Run 1, placement density heat map:
The die is cut into 10 by 16 equal tiles; white is low, dark blue is high, 0 to 100% covered.
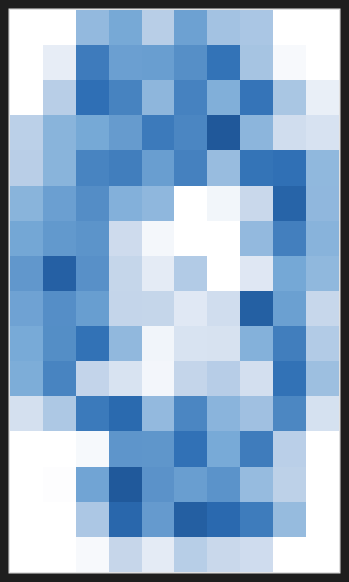
Run 1, wires at chosen ports, followed through buffers:
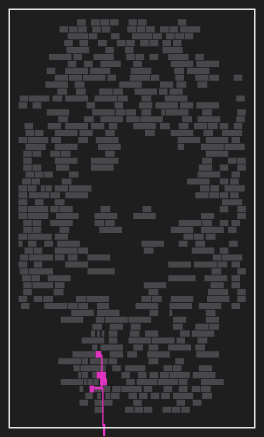
Run 1, cells colored by class:
Bar = 20 µm. Fill, decap, tap and diode cells in gray.
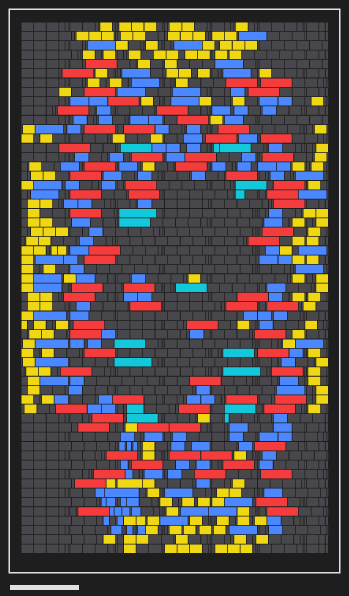
Run 1, M1 wires:
Supply wires on this layer in gray.
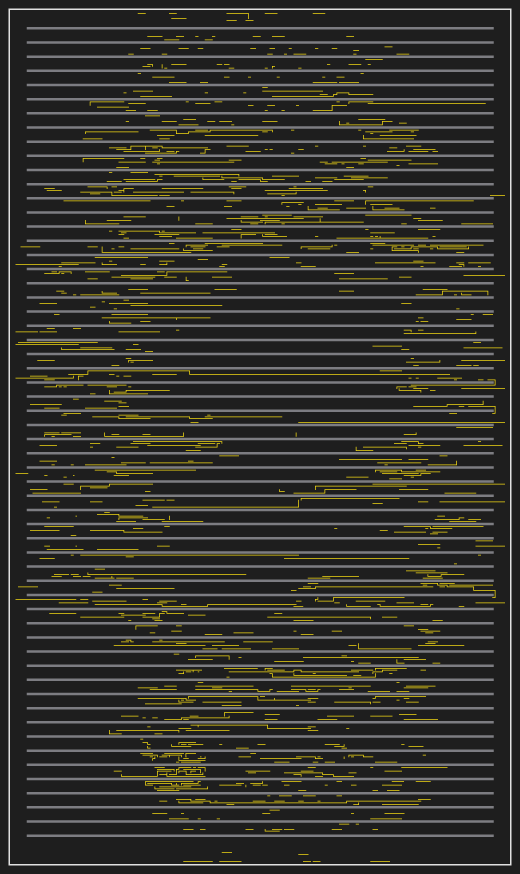
`src/rtl/mux_n_pipe.sv`:
```
// N-way select feeding a 2-entry output FIFO; each entry carries {data, sel, err}.
// Handshake: accept on in_valid && in_ready, pop on out_valid && out_ready; in_ready ignores out_ready.
module mux_n_pipe #(
    parameter int               WIDTH       = 32,
    parameter int               NUM_SRC     = 4,
    parameter int               SEL_W       = 2,
    parameter logic [WIDTH-1:0] DEFAULT_VAL = '0
) (
    input  logic                     clk,
    input  logic                     rst,
    input  logic [NUM_SRC*WIDTH-1:0] src_data,
    input  logic [SEL_W-1:0]         sel,
    input  logic                     in_valid,
    output logic                     in_ready,
    output logic [WIDTH-1:0]         out_data,
    output logic [SEL_W-1:0]         out_sel,
    output logic                     out_err,
    output logic                     out_valid,
    input  logic                     out_ready,
    output logic [1:0]               dbg_state_o
);

    typedef enum logic [1:0] {
        S_EMPTY = 2'd0,
        S_ONE   = 2'd1,
        S_FULL  = 2'd2
    } state_t;

    state_t             state_q, state_d;
    logic [WIDTH-1:0]   head_data_q, head_data_d, tail_data_q, tail_data_d;
    logic [SEL_W-1:0]   head_sel_q, head_sel_d, tail_sel_q, tail_sel_d;
    logic               head_err_q, head_err_d, tail_err_q, tail_err_d;
    logic               out_valid_q, out_valid_d;

    logic [WIDTH-1:0]   new_data;
    logic               new_err;
    logic               accept;
    logic               pop;

    // Out-of-range selects fall through to DEFAULT_VAL and flag err.
    always_comb begin
        new_data = DEFAULT_VAL;
        new_err  = 1'b1;
        for (int k = 0; k < NUM_SRC; k++) begin
            if (sel == SEL_W'(k)) begin
                new_data = src_data[k*WIDTH +: WIDTH];
                new_err  = 1'b0;
            end
        end
    end

    assign in_ready = !rst && (state_q != S_FULL);
    assign accept   = in_valid && in_ready;
    assign pop      = out_valid_q && out_ready;

    always_comb begin
        state_d     = state_q;
        head_data_d = head_data_q;
        head_sel_d  = head_sel_q;
        head_err_d  = head_err_q;
        tail_data_d = tail_data_q;
        tail_sel_d  = tail_sel_q;
        tail_err_d  = tail_err_q;
        case (state_q)
            S_EMPTY: begin
                if (accept) begin
                    state_d     = S_ONE;
                    head_data_d = new_data;
                    head_sel_d  = sel;
                    head_err_d  = new_err;
                end
            end
            S_ONE: begin
                if (accept && pop) begin
                    head_data_d = new_data;
                    head_sel_d  = sel;
                    head_err_d  = new_err;
                end else if (accept) begin
                    state_d     = S_FULL;
                    tail_data_d = new_data;
                    tail_sel_d  = sel;
                    tail_err_d  = new_err;
                end else if (pop) begin
                    state_d = S_EMPTY;
                end
            end
            S_FULL: begin
                if (pop) begin
                    state_d     = S_ONE;
                    head_data_d = tail_data_q;
                    head_sel_d  = tail_sel_q;
                    head_err_d  = tail_err_q;
                end
            end
            default: state_d = S_EMPTY;
        endcase
        out_valid_d = (state_d != S_EMPTY);
    end

    always_ff @(posedge clk or posedge rst) begin
        if (rst) begin
            state_q     <= S_EMPTY;
            out_valid_q <= 1'b0;
            head_data_q <= '0;
            head_sel_q  <= '0;
            head_err_q  <= 1'b0;
            tail_data_q <= '0;
            tail_sel_q  <= '0;
            tail_err_q  <= 1'b0;
        end else begin
            state_q     <= state_d;
            out_valid_q <= out_valid_d;
            head_data_q <= head_data_d;
            head_sel_q  <= head_sel_d;
            head_err_q  <= head_err_d;
            tail_data_q <= tail_data_d;
            tail_sel_q  <= tail_sel_d;
            tail_err_q  <= tail_err_d;
        end
    end

    assign out_valid   = out_valid_q;
    assign out_data    = head_data_q;
    assign out_sel     = head_sel_q;
    assign out_err     = head_err_q;
    assign dbg_state_o = state_q;

endmodule
```
`config.mk`:
```
export PLATFORM = sky130hd
export DESIGN_NAME = mux_n_pipe
export DESIGN_NICKNAME = d
export VERILOG_FILES = /design/src/rtl/mux_n_pipe.sv
export SDC_FILE = /design/constraint.sdc
export NUM_CORES = 1
export LEC_CHECK = 0
export ABC_AREA = 0
export CAP_MARGIN = 20
export CORE_AREA = 3 3 93 161
export CTS_CLUSTER_SIZE = 20
export DETAILED_ROUTE_END_ITERATION = 7
export DIE_AREA = 0 0 96 164
export PLACE_DENSITY = 0.69
export SETUP_SLACK_MARGIN = 0.5
export SYNTH_ARGS = -nofsm -noshare
export SYNTH_HDL_FRONTEND = slang
export SYNTH_SLANG_ARGS = --single-unit
export TNS_END_PERCENT = 30
```
`constraint.sdc`:
```
create_clock -name clk -period 9.5 [get_ports clk]
set_input_delay 2.375 -clock clk [delete_from_list [all_inputs] [get_ports clk]]
set_output_delay 2.375 -clock clk [all_outputs]
set_load 0.01 [all_outputs]
```
==> metrics.log, run 1 <==
[flow] collecting metrics
INFO  metric worst_path_max_delay_cell = clkdlybuf4s50_1
INFO  metric dieWidth = 96 µm
INFO  metric critical-path-top-delay-family = buffers and inverters
INFO  metric vias = 2,829
INFO  metric dominant_logic_cell_types_in_the_final_layout = clkdlybuf4s50_1 (170), mux2_2 (73), dfrtp_1 (73), mux4_2 (29), mux2_4 (28)
INFO  metric core = 13,900 µm²
INFO  metric cts-root-buf = clkbuf_16
INFO  metric clock_sink_count = 73
INFO  metric crit_buf_inv = 3
INFO  metric detailed_place_hpwl = 7340 µm
INFO  metric post-cts-setup-buffers = 0
INFO  metric post-route-period-util = 62.8%
INFO  metric rows = 57
INFO  metric report.final.setup_viol = 0
INFO  metric layout.nets = 549
INFO  metric worst_setup_hold_path_clk_slew = 60 ps
INFO  metric max_cap_violations = 0
INFO  metric vias_per_cell = 4.74
INFO  metric finalMaxSlewViolations = 0
INFO  metric nets_at_floorplan = 381
INFO  metric period_minus_slack = 5970 ps
INFO  metric final-seq-area = 1830 µm²
INFO  metric run_status = completed
INFO  metric timing.critical_path.fanout_max = 4
INFO  metric postSynthAreaPerCell = 16.6 µm²
INFO  metric drt_wl_total = 10,200 µm
INFO  metric hold_viol_final = 0
INFO  metric dr.first_iter.drc_count = 63
INFO  metric post_layout_power = 1.63 mW
INFO  metric peakVddDrop = 0.0879 mV
INFO  metric cpMostUsedCell = clkdlybuf4s50_1
INFO  metric clockBufferDepth = 2
INFO  metric design.portCount = 173
INFO  metric drt_pre_antenna_iters = 4
INFO  metric grt_pass1_vias = 3,234
INFO  metric critical_path_arrival = 3600 ps
INFO  metric synth-seq-area-share = 44.5%
INFO  metric min_path_type = reg -> reg
INFO  metric timing.rr.start = dbg_state_o[1]
INFO  metric die-area = 15,700 µm²
Notes on 'placement density heat map' above:
- mean over tiles: 39%
- nearly empty tiles: 15%
- fullest tile: 84%
- tiles over 75% full: 5.6%
- emptiest ninth of the die: center

Notes on 'wires at chosen ports, followed through buffers' above:
- `in_valid`: magenta (direction input; edge bottom; end cells 4; buffers 1; wire 39.6 µm)

Notes on 'cells colored by class' above:
- clock drivers and dummy loads: cyan (cells 16)
- sequential cells: red (cells 73)
- remaining buffers and delay cells: yellow (cells 176)
- remaining logic cells: blue (cells 155)

Notes on 'M1 wires' above:
- share of all routed wire: 37%
- nets with wire on the layer: 460
- longest straight run: 49.9 µm
- wire length on this layer: 3,760 µm

## run 1: flip-flops by register name, summed over array words and instances, names as in the netlist
signal / count
tail_err_q: 1
out_data: 32
out_err: 1
tail_data_q: 32
out_sel: 2
dbg_state_o: 2
out_valid: 1
tail_sel_q: 2
## run 1: cells in the mapped netlist, drive strengths merged
library cell	number	area (µm²)
inv	2	7.51
nand2	3	13.8
nand2b	2	12.5
a21boi	1	7.51
a22oi	1	7.51
nor2	1	3.75
nor3b	1	7.51
mux2	103	1260
o22ai	1	6.26
mux4	32	732
a21oi	3	15.0
a31oi	1	6.26
and4b	1	10.0
clkbuf	4	15.0
buf	15	131
and2	1	6.26
o21ai	1	5.00
dfrtp	73	1830
o32ai	1	27.5
## run 1: worst register-to-register path, stage by stage, from the launching register on
cell and delay [ps]:
dfrtp_1 500, nor3b_1 470, nand2_2 630, mux2_2 520
## run 1: cell type report
class | instances | share of cell area (%)
tap | 177 | 3.52
clock buffer | 11 | 3.86
multi-input combinational | 153 | 33.9
clock inverter | 5 | 1.63
timing repair buffer | 176 | 27.9
sequential | 73 | 29.1
inverter | 2 | 0.139
## run 1: cell families after synthesis
| kind of cell | after synthesis | share of synthesized area, % |
|---|---|---|
| and+or+nand+nor | 9 | 1.31 |
| DFF | 73 | 44.5 |
| muxes | 135 | 48.6 |
| AOI/OAI and AO/OA | 9 | 1.83 |
| buffers and inverters | 21 | 3.75 |
## run 1: where the power goes
| group | internal [mW] | leakage (nW) | switching [mW] | total, mW |
|---|---|---|---|---|
| clock | 0.263 | 0.166 | 0.125 | 0.388 |
| combinational | 0.453 | 1.49 | 0.236 | 0.689 |
| sequential | 0.468 | 0.878 | 0.0849 | 0.553 |
## run 1: layer usage
metal	GRT usage, %	vias up	share of wire [%]
li1	-	1293	-
met4	5.63	0	1.8
met5	0	-	0
met3	2.57	11	4.8
met1	14.5	1431	37
met2	24.4	94	57
## run 1: through the flow
step	worst slack [ps]	util (%)	cell area, µm²	instances	hold slack [ps]
2_1_floorplan	2870	-	4110	247	472
3_3_place_gp	3550	42.6	5920	580	471
3_5_place_dp	3530	42.6	5920	580	489
4_1_cts	3530	45.0	6260	596	498
5_1_grt	3460	45.2	6280	597	514
6_report	3530	45.2	6280	597	494
## run 1: worst min path at each step
stage / start / endpoint / slack, ps
after floorplan: tail_err_q / tail_err_q / 470
after global placement: out_err / out_err / 470
after detailed placement: tail_err_q / tail_err_q / 490
after CTS: tail_err_q / tail_err_q / 500
after global routing: tail_data_q[1] / tail_data_q[1] / 510
final: tail_err_q / tail_err_q / 490
--- run 2 (diff from run 1) ---
Settings changed: PLACE_DENSITY 0.69 to 0.71.
Clock period 9.5 ns to 5.1 ns, I/O delays scaled along.
==> metrics.log, run 2 <==
[flow] collecting metrics
INFO  metric sequentialPowerShare = 34.1%
INFO  metric ys_top_cells_by_count = dfrtp_1 (73), mux2_2 (73), mux4_2 (29), mux2_4 (28), buf_2 (7)
INFO  metric finalMaxSlewViolations = 0
INFO  metric enable_flop_cells = 0
INFO  metric clockBufferDepth = 2
INFO  metric hold_viol_final = 0
INFO  metric max_cap_violations = 0
INFO  metric synthDominantCellAreaShare = 44.5%
INFO  metric swShare = 27.5%
INFO  metric core = 13,900 µm²
INFO  metric detailed_place_hpwl = 7490 µm
INFO  metric detailroute.wirelength.met3 = 533 µm
INFO  metric dr.first_iter.drc_count = 47
INFO  metric vias_per_cell = 4.82
INFO  metric nets_at_floorplan = 381
INFO  metric async_reset_ff_share = 100%
INFO  metric layout.nets = 550
INFO  metric timing.rr.start = dbg_state_o[1]
INFO  metric topRoutingLayerUsed = met4
INFO  metric met1_length = 3700 µm
INFO  metric post-route-period-util = 73.9%
INFO  metric die-area = 15,700 µm²
INFO  metric dominant_logic_cell_types_in_the_final_layout = clkdlybuf4s50_1 (170), mux2_2 (73), dfrtp_1 (73), mux4_2 (29), mux2_4 (28)
INFO  metric power_switching = 0.836 mW
INFO  metric vias = 2,881
INFO  metric hold-path-endpoint = out_err
INFO  metric worst_setup_hold_path_clk_slew = 60 ps
INFO  metric synth-seq-area-share = 44.5%
INFO  metric final_cell_area = 6280 µm²
INFO  metric period_minus_slack = 3770 ps
INFO  metric holdCritStartpoint = out_err
INFO  metric rows = 57
INFO  metric dieWidth = 96 µm
INFO  metric cts-root-buf = clkbuf_16
INFO  metric place_area = 5930 µm²
INFO  metric flop_cell = dfrtp_1
INFO  metric grt_pass1_vias = 3,180
INFO  metric share_comb_of_total_power = 42.0%
INFO  metric post-cts-setup-buffers = 0
INFO  metric topCellsByArea = dfrtp_1 (44%), mux2_2 (20%), mux4_2 (16%)
INFO  metric run_status = completed
INFO  metric critical_path_arrival = 2490 ps
INFO  metric design.portCount = 173
INFO  metric dr_wl_met2 = 5950 µm
INFO  metric timing.critical_path.fanout_max = 4
INFO  metric share_clk_of_total_power = 24.0%
INFO  metric report.final.setup_viol = 0
[run 2: cell counts after synthesis]
No cell type changed its count.
[run 2: power by group through the flow]
stage | sequential (mW) | clock [mW] | combinational (mW)
3_3_place_gp | 1.02 | 0 | 1.26
4_1_cts | 1.04 | 0.750 | 1.30
6_report | 1.03 | 0.728 | 1.27
5_1_grt | 1.07 | 0.779 | 1.37
2_1_floorplan | 1.07 | 0 | 0.706
3_5_place_dp | 1.04 | 0 | 1.30
[run 2: cells by family after synthesis]
kind of cell | after synthesis | share of synthesized area (%)
buf+inv | 21 | 3.75
simple gates | 9 | 1.31
flops | 73 | 44.5
mux | 135 | 48.6
compound gates | 9 | 1.83
[run 2: how the worst max path moves through the flow]
| stage | startpoint | end | cells after the start |
|---|---|---|---|
| 6_report | rst | in_ready | 4 |
| 5_1_grt | rst | in_ready | 4 |
| 4_1_cts | rst | in_ready | 4 |
| 3_5_place_dp | rst | in_ready | 4 |
| 3_3_place_gp | rst | in_ready | 4 |
| 2_1_floorplan | rst | in_ready | 2 |
[run 2: cell type report]
cell class | instances | area (µm²) | area share, %
Clock buffer | 11 | 243 | 3.87
Clock inverter | 5 | 103 | 1.63
Inverter | 2 | 8.76 | 0.139
Multi-Input combinational cell | 153 | 2130 | 33.9
Sequential cell | 73 | 1830 | 29.1
Tap cell | 177 | 221 | 3.53
Timing Repair Buffer | 177 | 1750 | 27.9
[run 2: layer usage]
layer  global-route usage (%)  vias up
met5                        0        -
met4                     4.27        0
met3                     3.35        7
met2                     24.9       94
met1                     14.4     1490
li1                         -     1290
[run 2: critical path, stage by stage]
cell	delay [ps]
clkdlybuf4s50_1	530
clkinv_2	80
and2_1	130
clkdlybuf4s50_1	470
[run 2: stage by stage]
stage               utilization (%)  std cells  power (mW)  setup slack (ps)  hold slack, ps
floorplan                         -        247        1.78               667             472
global route                   45.2        598        3.22              1270             510
detailed placement             42.7        582        2.34              1320             480
CTS                            45.2        598        3.09              1330             488
finish                         45.2        598        3.04              1330             482
global placement               42.7        582        2.29              1350             472
Run 2, track usage over the die:
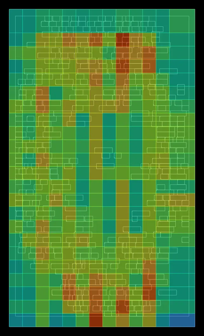
met2 Use GR: 24.9%
Most Used Layer, Global Route: met2
Avg WL per Cell: 17.2 µm

Run 2, wires at chosen ports, followed through buffers:
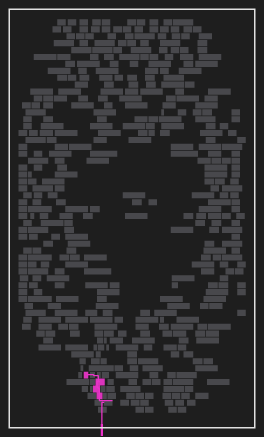
- `in_valid`: magenta (direction input; edge bottom; end cells 4; buffers 1; wire 31.7 µm)

Run 2, cells colored by class:
Bar = 20 µm. Fill, decap, tap and diode cells in gray.
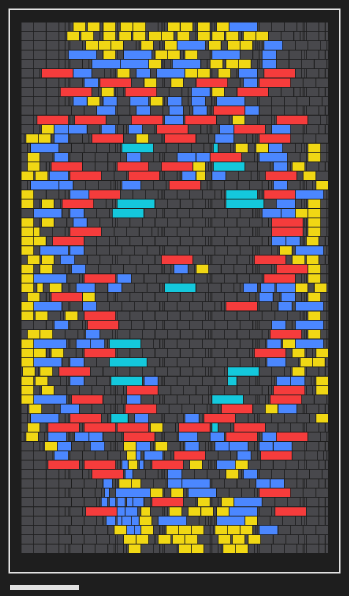
- remaining logic cells: blue (cells 155)
- remaining buffers and delay cells: yellow (cells 177)
- sequential cells: red (cells 73)
- clock drivers and dummy loads: cyan (cells 16)

--- run 3 (diff from run 2) ---
Clock period 5.1 ns to 3.2 ns, I/O delays scaled along.
Run 3, placement density heat map:
The die is cut into 10 by 16 equal tiles; white is low, dark blue is high, 0 to 100% covered.
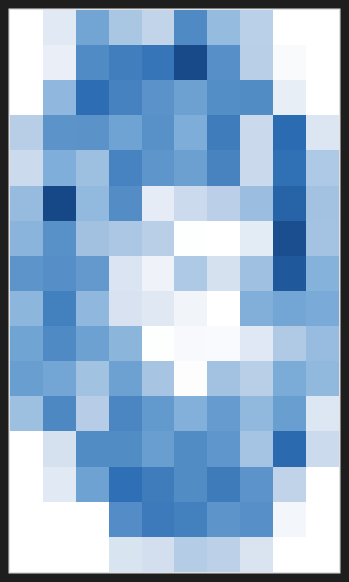
- nearly empty tiles: 15%
- tiles over 75% full: 5.0%
- fullest tile: 91%
- emptiest ninth of the die: center
- mean over tiles: 38%

Run 3, wires at chosen ports, followed through buffers:
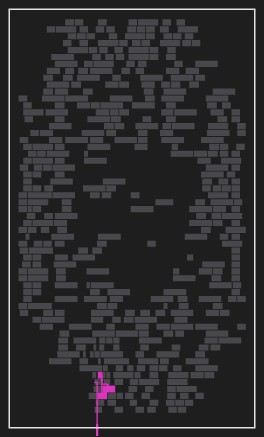
- `in_valid`: magenta (direction input; edge bottom; end cells 4; buffers 1; wire 32.3 µm)

Run 3, M1 wires:
Supply wires on this layer in gray.
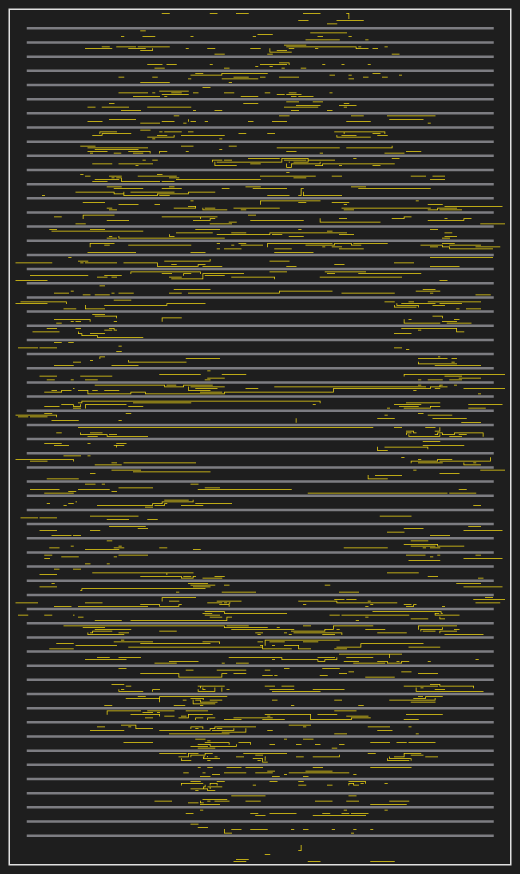
- share of all routed wire: 36%
- main direction: horizontal
- wire length on this layer: 3,780 µm

==> metrics.log, run 3 <==
[flow] collecting metrics
INFO  metric synthDominantCellAreaShare = 44.5%
INFO  metric final_cell_area = 6250 µm²
INFO  metric finalMaxSlewViolations = 0
INFO  metric max_cap_violations = 0
INFO  metric async_reset_ff_share = 100%
INFO  metric peakVddDrop = 0.271 mV
INFO  metric period_minus_slack = 2630 ps
INFO  metric flop_cell = dfrtp_1
INFO  metric post-route-worst-setup-slack = 569 ps
INFO  metric hold_viol_final = 0
INFO  metric clockBufferDepth = 2
INFO  metric report.final.setup_viol = 0
INFO  metric drt_wl_total = 10,600 µm
INFO  metric post-cts-setup-buffers = 0
INFO  metric worst_path_max_delay_cell = clkdlybuf4s50_1
INFO  metric post_layout_power = 4.63 mW
INFO  metric dr.first_iter.drc_count = 52
INFO  metric run_status = completed
INFO  metric dieWidth = 96 µm
INFO  metric topCellsByArea = dfrtp_1 (44%), mux2_2 (20%), mux4_2 (16%)
INFO  metric synth-seq-area-share = 44.5%
INFO  metric core = 13,900 µm²
INFO  metric busiest_layer = met2
INFO  metric enable_flop_cells = 0
INFO  metric post_placement_worst_setup_slack = 299 ps
INFO  metric clock_sink_count = 73
INFO  metric rows = 57
INFO  metric vias_per_cell = 4.77
INFO  metric timing.critical_path.slowest_cell_delay = 480 ps
INFO  metric design.portCount = 173
INFO  metric min_path_type = reg -> reg
INFO  metric postSynthAreaPerCell = 16.6 µm²
INFO  metric post-route-period-util = 82.2%
INFO  metric route.detailed.wl_per_inst = 17.7 µm
INFO  metric layout.nets = 552
INFO  metric place_area = 5970 µm²
INFO  metric synth_area_leader_cell = dfrtp_1
INFO  metric grt_pass1_vias = 3,134
INFO  metric use_met1 = 14.3%
INFO  metric place_inst = 584
INFO  metric vias = 2,860
[run 3: cell counts after synthesis]
No cell type changed its count.
[run 3: kinds of logic (layout without fill, tap and decap cells)]
| family | after synthesis | count (layout) | share of synthesized area [%] |
|---|---|---|---|
| muxes | 135 | 135 | 48.6 |
| buffers and inverters | 21 | 197 | 3.75 |
| DFF | 73 | 73 | 44.5 |
| and+or+nand+nor | 9 | 9 | 1.31 |
| AOI/OAI and AO/OA | 9 | 9 | 1.83 |
[run 3: worst max-delay path by stage]
stage                    end  depth (start not counted)  slack [ps]  startpoint
finish              in_ready                          4         570         rst
global route        in_ready                          4         520         rst
CTS                 in_ready                          4         570         rst
detailed placement  in_ready                          4         300         rst
global placement    in_ready                          4         320         rst
floorplan           in_ready                          2         160         rst
[run 3: per-layer routing]
| metal | wire (µm) | vias up |
|---|---|---|
| met5 | 0 | - |
| met4 | 95 | 0 |
| met3 | 523 | 6 |
| met2 | 6200 | 93 |
| met1 | 3780 | 1466 |
| li1 | - | 1295 |
[run 3: repair_timing]
action	CTS	global route
resized	1	0
hold buffers	0	0
endpoints found under the setup margin	1	0
[run 3: layout make-up]
type	instances	area, µm²
repair buffers	179	1780
flip-flops and latches	73	1830
inverters	2	11.3
fillers	1270	7660
clock buffers	11	253
multi-input cells	153	2130
well taps	177	221
clock inverters	5	30.0
[run 3: power by group]
part	switching [mW]	internal, mW
combinational	0.702	1.34
clock	0.376	0.563
sequential	0.257	1.39
total	1.33	3.29
[run 3: worst min-delay path, delay by kind of cell, from the launching register on]
kind / cells / cell delay (ps)
DFF: 1 / 350
buffers and inverters: 1 / 60
AOI/OAI and AO/OA: 1 / 40
Power and IR drop assume default switching activity.
